$ cat src/rtl/cdc_event_arbiter.sv
// rtl/cdc_event_arbiter.sv - round-robin event arbiter feeding a toggle pulse synchronizer
//
// Latches single-cycle requests from N_REQ sources and forwards them one at a
// time across a clock-domain boundary: one sync_pulse per event, with evt_id
// held stable for the destination to sample.
//
// Ports:
//   clk_src      source clock, rising edge
//   rst_n_src    asynchronous active-low reset
//   en           allow new grants (an in-flight transfer always completes)
//   req          single-cycle event requests, one bit per requester
//   err_clr      clears timeout_err and drop_cnt
//   sync_pulse   pulse input of the toggle synchronizer
//   sync_ack     synchronizer idle / previous pulse seen by the destination
//   evt_id       index of the requester last sent (quasi-static)
//   pending      latched, not-yet-sent requests
//   busy         arbiter is not idle
//   drop_cnt     saturating count of cycles with coalesced requests
//   timeout_err  sticky ack-timeout flag
module cdc_event_arbiter #(
    parameter int N_REQ   = 4,
    parameter int ID_W    = $clog2(N_REQ),
    parameter int TIMEOUT = 255
) (
    input  logic             clk_src,
    input  logic             rst_n_src,
    input  logic             en,
    input  logic [N_REQ-1:0] req,
    input  logic             err_clr,
    output logic             sync_pulse,
    input  logic             sync_ack,
    output logic [ID_W-1:0]  evt_id,
    output logic [N_REQ-1:0] pending,
    output logic             busy,
    output logic [7:0]       drop_cnt,
    output logic             timeout_err
);

    typedef enum logic [2:0] {
        S_IDLE,
        S_SEND,
        S_GUARD,
        S_WAIT_ACK,
        S_RECOVER
    } state_t;

    state_t           state_q, state_d;
    logic [ID_W-1:0]  evt_id_q, evt_id_d;
    logic [ID_W-1:0]  rr_ptr_q, rr_ptr_d;
    logic [N_REQ-1:0] pending_q, pending_d;
    logic [7:0]       drop_cnt_q, drop_cnt_d;
    logic             timeout_err_q, timeout_err_d;
    logic [15:0]      wait_cnt_q, wait_cnt_d;

    logic [ID_W-1:0]  grant_idx;
    logic             grant_vld;
    logic [N_REQ-1:0] clr_mask;
    logic             timeout_hit;
    logic             drop_any;

    // Round-robin search starting at rr_ptr_q; the candidate index is kept one
    // bit wider so the wrap can be done by a single subtraction.
    always_comb begin
        logic [ID_W:0] cand;
        cand      = '0;
        grant_idx = '0;
        grant_vld = 1'b0;
        for (int k = 0; k < N_REQ; k++) begin
            cand = {1'b0, rr_ptr_q} + (ID_W+1)'(k);
            if (cand >= (ID_W+1)'(N_REQ)) begin
                cand = cand - (ID_W+1)'(N_REQ);
            end
            if (!grant_vld && pending_q[cand[ID_W-1:0]]) begin
                grant_vld = 1'b1;
                grant_idx = cand[ID_W-1:0];
            end
        end
    end

    always_comb begin
        state_d     = state_q;
        evt_id_d    = evt_id_q;
        rr_ptr_d    = rr_ptr_q;
        wait_cnt_d  = wait_cnt_q;
        clr_mask    = '0;
        timeout_hit = 1'b0;
        case (state_q)
            S_IDLE: begin
                // sync_ack high guarantees the synchronizer can take a new pulse.
                if (en && grant_vld && sync_ack) begin
                    state_d  = S_SEND;
                    evt_id_d = grant_idx;
                    rr_ptr_d = (grant_idx == ID_W'(N_REQ - 1)) ? '0 : grant_idx + 1'b1;
                end
            end
            S_SEND: begin
                clr_mask   = N_REQ'(1) << evt_id_q;
                wait_cnt_d = '0;
                state_d    = S_GUARD;
            end
            S_GUARD: begin
                // The ack may still show the previous handshake this cycle.
                wait_cnt_d = wait_cnt_q + 16'd1;
                state_d    = S_WAIT_ACK;
            end
            S_WAIT_ACK: begin
                if (sync_ack) begin
                    state_d = S_IDLE;
                end else if (wait_cnt_q >= 16'(TIMEOUT)) begin
                    timeout_hit = 1'b1;
                    state_d     = S_RECOVER;
                end else begin
                    wait_cnt_d = wait_cnt_q + 16'd1;
                end
            end
            S_RECOVER: begin
                if (sync_ack) begin
                    state_d = S_IDLE;
                end
            end
            default: state_d = S_IDLE;
        endcase
    end

    // A new request for a source that is still pending is coalesced; a set
    // in the same cycle as the SEND clear keeps the bit.
    always_comb begin
        drop_any  = |(req & pending_q);
        pending_d = (pending_q & ~clr_mask) | req;

        drop_cnt_d = drop_cnt_q;
        if (drop_any) begin
            if (err_clr) begin
                drop_cnt_d = 8'd1;
            end else if (drop_cnt_q != 8'hff) begin
                drop_cnt_d = drop_cnt_q + 8'd1;
            end
        end else if (err_clr) begin
            drop_cnt_d = '0;
        end

        timeout_err_d = timeout_err_q;
        if (timeout_hit) begin
            timeout_err_d = 1'b1;
        end else if (err_clr) begin
            timeout_err_d = 1'b0;
        end
    end

    always_ff @(posedge clk_src or negedge rst_n_src) begin
        if (!rst_n_src) begin
            state_q       <= S_IDLE;
            evt_id_q      <= '0;
            rr_ptr_q      <= '0;
            pending_q     <= '0;
            drop_cnt_q    <= '0;
            timeout_err_q <= 1'b0;
            wait_cnt_q    <= '0;
        end else begin
            state_q       <= state_d;
            evt_id_q      <= evt_id_d;
            rr_ptr_q      <= rr_ptr_d;
            pending_q     <= pending_d;
            drop_cnt_q    <= drop_cnt_d;
            timeout_err_q <= timeout_err_d;
            wait_cnt_q    <= wait_cnt_d;
        end
    end

    assign sync_pulse  = (state_q == S_SEND);
    assign busy        = (state_q != S_IDLE);
    assign evt_id      = evt_id_q;
    assign pending     = pending_q;
    assign drop_cnt    = drop_cnt_q;
    assign timeout_err = timeout_err_q;

endmodule

$ cat config.mk
export PLATFORM = sky130hd
export DESIGN_NAME = cdc_event_arbiter
export DESIGN_NICKNAME = d
export VERILOG_FILES = /design/src/rtl/cdc_event_arbiter.sv
export SDC_FILE = /design/constraint.sdc
export NUM_CORES = 1
export LEC_CHECK = 0
export CORE_MARGIN = 5
export CORE_UTILIZATION = 55
export CTS_CLUSTER_DIAMETER = 30
export DETAILED_ROUTE_END_ITERATION = 7
export PLACE_DENSITY_LB_ADDON = 0.3
export SLEW_MARGIN = 20
export SYNTH_ARGS = -nofsm -noshare
export SYNTH_HDL_FRONTEND = slang
export SYNTH_SLANG_ARGS = --single-unit
$ cat constraint.sdc
create_clock -name clk_src -period 4.7 [get_ports clk_src]
set_clock_uncertainty 0.2 [all_clocks]
set_input_delay 0.94 -clock clk_src [delete_from_list [all_inputs] [get_ports clk_src]]
set_output_delay 0.94 -clock clk_src [all_outputs]
set_load 0.01 [all_outputs]
==> run_1/flops_by_reg.png <==
Bar = 20 microns. Other sequential cells in the stronger gray, the rest of the logic in the fainter gray.
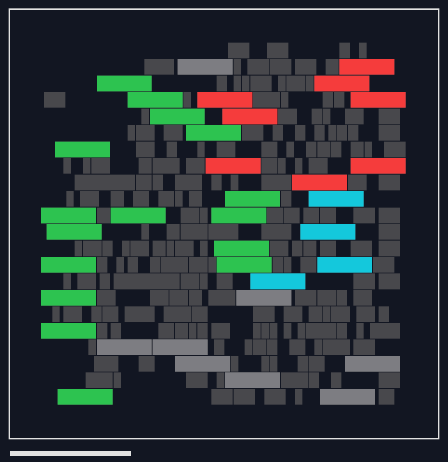
| color | netlist name | sequential cells |
|---|---|---|
| red | drop_cnt | 8 |
| cyan | pending | 4 |
| green | wait_cnt_q | 16 |
not colored: 8
register area: 900.9 sq um
fraction of area in registers: 0.3768
post-layout util: 0.6631

==> run_1/wires.png <==
Only two layers are drawn.
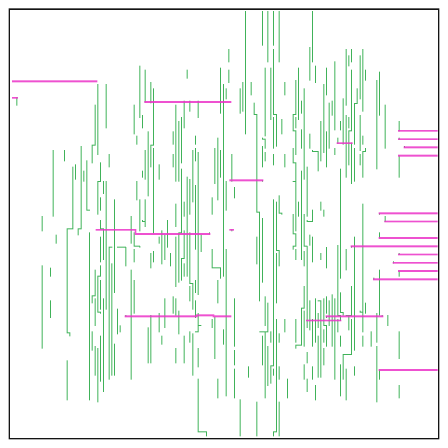
| color | layer | wire length |
|---|---|---|
| green | metal 2 | 1770 microns |
| magenta | metal 3 | 193 microns |
final WL: 3841 microns
DR vias: 1517
GRT Overall Usage: 0.1684
Avg WL per Cell: 13.67 microns

==> CHANGELOG.md, run 1 <==
### Changed

- Run status: finished, final reports clean
- # DRC: 0
- Setup TNS: 0 ns
- Initial antenna violation count: 0
- Dpl ws: 1.596 ns
- Worst vdd ir: 0.4111 mV
- Pre-Place Util: 0.5600
- Die area: 4984 sq um
- Final Hold Slack: 0.3316 ns
- P_seq: 0.458 mW
- Synth Flop Type: dfrtp_1
- Tally of OpenROAD warnings: 26
- Main area contributors after synthesis: dfrtp_1 45%, xnor2_1 7.4%, nor2_1 4.5%, nand2_1 3.5%, nand3_1 3.0%
- Sink Count: 36
- Cell Area, Synth: 2019 sq um
- Layout area overhead: 18.40%
- DR top layer: met4
- Worst reg-to-reg path cell count: 5
- Combinational power: 0.406 mW
- Leading cell type by number of instances after synthesis: dfrtp_1
- Fraction of cell area in non-clock buffers: 0.1109
- Post-route ant nets: 0
- GR Overflow Total: 0
- Min-delay src: timeout_err
- Pwr Total: 1.129 mW
- XORs/XNORs by Area: 0.08240
- CP endpoint kind: output port
- Ys Warns: 0
- Reg-to-reg setup timing slack: 2.27 ns
- Final setup violation count: 0
- DP Area: 2283 sq um
- Simple Share, Synth: 0.2571
- Met2 GRT Util: 0.2484
- # Taps: 48
- Final WS setup: 1.778 ns
- Kind of critical path: flip-flop to output port
- DR pass1 iterations: 4
- Largest net degree at the start of global routing: 37
- Comb area share: 0.4312
- Number of clock buffers in the layout: 6
- Synth top cells by count: 36 x dfrtp_1, 24 x nor2_1, 19 x nand2_1, 17 x xnor2_1, 12 x nand3_1
- Crit-path cells: nor3b_2 > buf_4 > clkdlybuf4s50_1
- CTS tree: done
- Global-route wire length before repair: 6775 microns
- Ports: 26
- Cell count in the Yosys report: 208
- # nets final: 243
- Post-Syn Nets: 219
- Layout sequential cell count: 36
==> run_1/layer_met1.png <==
Bar = 20 microns. Supply wires on this layer in gray. Cells faint in the background.
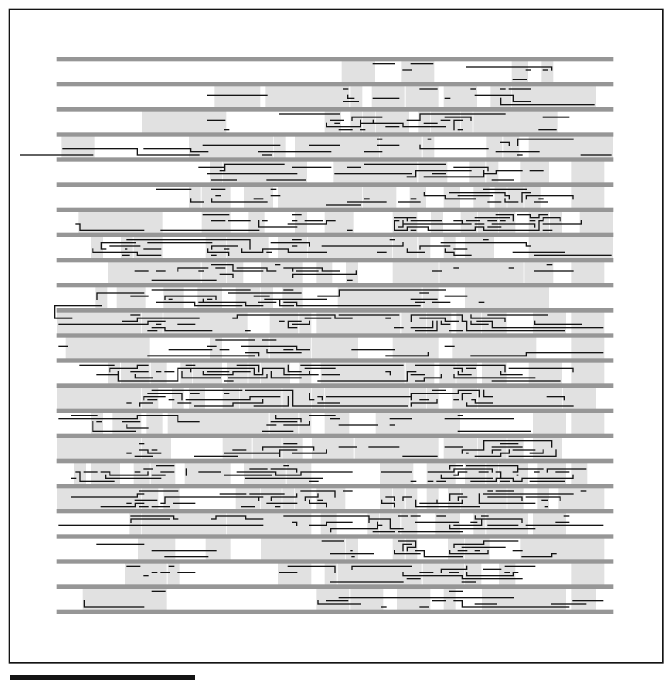
main direction: horizontal
longest straight run: 22.1 microns
met1 global-route usage: 0.2317

run 1: cell usage in the layout, fill, tap and decap left out, drive strengths merged, types with 2 or more instances in the layout:
cell | Yosys | routed
ha | 2 | 2
clkbuf | 4 | 6
o21ai | 7 | 7
a21o | 3 | 3
and2 | 2 | 2
nand4 | 5 | 5
or3b | 2 | 2
a21oi | 10 | 10
nor3b | 3 | 3
nor3 | 5 | 5
o31ai | 2 | 2
clkdlybuf4s50 | 0 | 25
dfrtp | 36 | 36
nand2 | 19 | 19
nor4 | 4 | 4
nand3 | 12 | 12
a2111oi | 2 | 2
a211oi | 4 | 4
nor4b | 2 | 2
xor2 | 2 | 2
inv | 7 | 7
nand2b | 3 | 3
or3 | 2 | 2
nor2 | 24 | 24
nand3b | 3 | 3
a22oi | 2 | 2
xnor2 | 17 | 17
buf | 6 | 2
==> run 1 -> run 2 <==
==> constraint.sdc (replaced) <==
create_clock -name clk_src -period 2.9 [get_ports clk_src]
set_clock_uncertainty 0.2 [all_clocks]
set_input_delay 0.58 -clock clk_src [delete_from_list [all_inputs] [get_ports clk_src]]
set_output_delay 0.58 -clock clk_src [all_outputs]
set_load 0.01 [all_outputs]
==> run_2/wires.png <==
Only two layers are drawn.
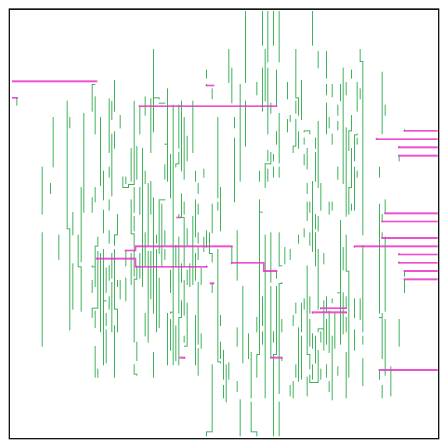
| color | layer | wire length |
|---|---|---|
| green | metal 2 | 1860 microns |
| magenta | metal 3 | 197 microns |
GRT Overall Usage: 0.1682
Avg WL per Cell: 14.11 microns
DR vias: 1573
final WL: 3965 microns

==> run_2/flops_by_reg.png <==
Bar = 20 microns. Other sequential cells in the stronger gray, the rest of the logic in the fainter gray.
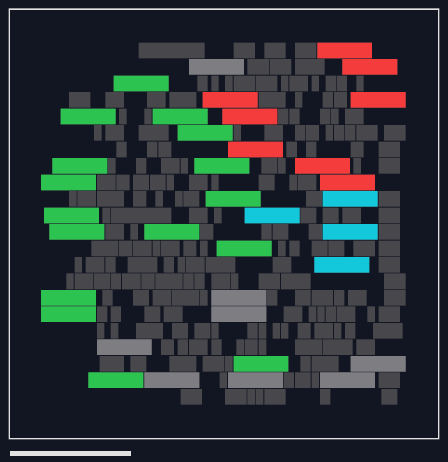
| color | netlist name | sequential cells |
|---|---|---|
| green | wait_cnt_q | 16 |
| cyan | pending | 4 |
| red | drop_cnt | 8 |
fraction of area in registers: 0.3762
post-layout util: 0.6641

==> CHANGELOG.md, run 2 <==
### Changed

- Ys Warns: 0
- Fmax achieved: 0.4088 GHz
- Height of the die: 70.60 microns
- Final Hold Slack: 0.3255 ns
- Comb area share: 0.4305
- Largest net degree at the start of global routing: 37
- Post-Syn Nets: 219
- Commonest non-fill, non-tap cells in the layout: 36 x dfrtp_1, 25 x clkdlybuf4s50_1, 24 x nor2_1, 19 x nand2_1, 17 x xnor2_1
- Final setup violation count: 0
- Final WS setup: 0.4539 ns
- Sink Count: 36
- Fraction of cell area in non-clock buffers: 0.1108
- CTS tree: done
- Leading cell type by number of instances after synthesis: dfrtp_1
- Gate Area: 1031 sq um
- Cell Area, Synth: 2019 sq um
- CP endpoint kind: flip-flop
- Register area: 900.9 sq um
- Die area: 4984 sq um
- Pre-Place Util: 0.5600
- Min-delay src: timeout_err
- Layout area overhead: 18.59%
- Crit-path cells: clkdlybuf4s50_1 > and4bb_1 > o2111ai_1 > nand2_1 > mux2_2
- Global-route wire length before repair: 6651 microns
- Dpl ws: 0.1621 ns
- DP Area: 2283 sq um
- Layout fillers: 294
- Synth top cells by count: 36 x dfrtp_1, 24 x nor2_1, 19 x nand2_1, 17 x xnor2_1, 12 x nand3_1
- Number of clock buffers in the layout: 5
- Met1 global-route usage: 0.2142
- Post-route ant nets: 0
- # nets final: 243
- DR pass1 iterations: 4
- Setup TNS: 0 ns
- Met2 GRT Util: 0.2620
- Tally of OpenROAD warnings: 26
- DR top layer: met4
- Final clock-cell share: 0.04650
- Run status: finished, final reports clean
- Cell count in the Yosys report: 208
- Layout sequential cell count: 36
- GR Overflow Total: 0
- Initial antenna violation count: 0
- Most frequent logic cell in the layout: dfrtp_1
- Ports: 26
- Kind of critical path: primary input to flip-flop
## run 2: netlist changes by cell type in the layout (fill, tap and decap cells not counted), sizes merged
cell / previous run / this run
clkinvlp: 0 / 1
clkbuf: 6 / 5
## run 2: tightest hold or removal path: cells and delay by family, from the launching register on
family / cells / cell delay (ns)
DFF: 1 / 0.38
AOI/OAI and AO/OA: 1 / 0.06
buffers and inverters: 1 / 0.05
## run 2: cells by family after synthesis
logic type	share of synthesized area
DFF	0.4461
muxes	0.01053
buffers and inverters	0.04585
adders and majority gates	0.01735
xor gates and xnor gates	0.08240
AOI/OAI and AO/OA	0.1406
and+or+nand+nor	0.2571
## run 2: report_power, final
group	switching [mW]	leakage, nW	internal [mW]
Clock	0.185	0.0541	0.254
Sequential	0.152	0.463	0.595
Combinational	0.335	0.414	0.322
Total	0.672	0.932	1.17
Power figures rest on the tool's default switching activity, not on a simulated workload.
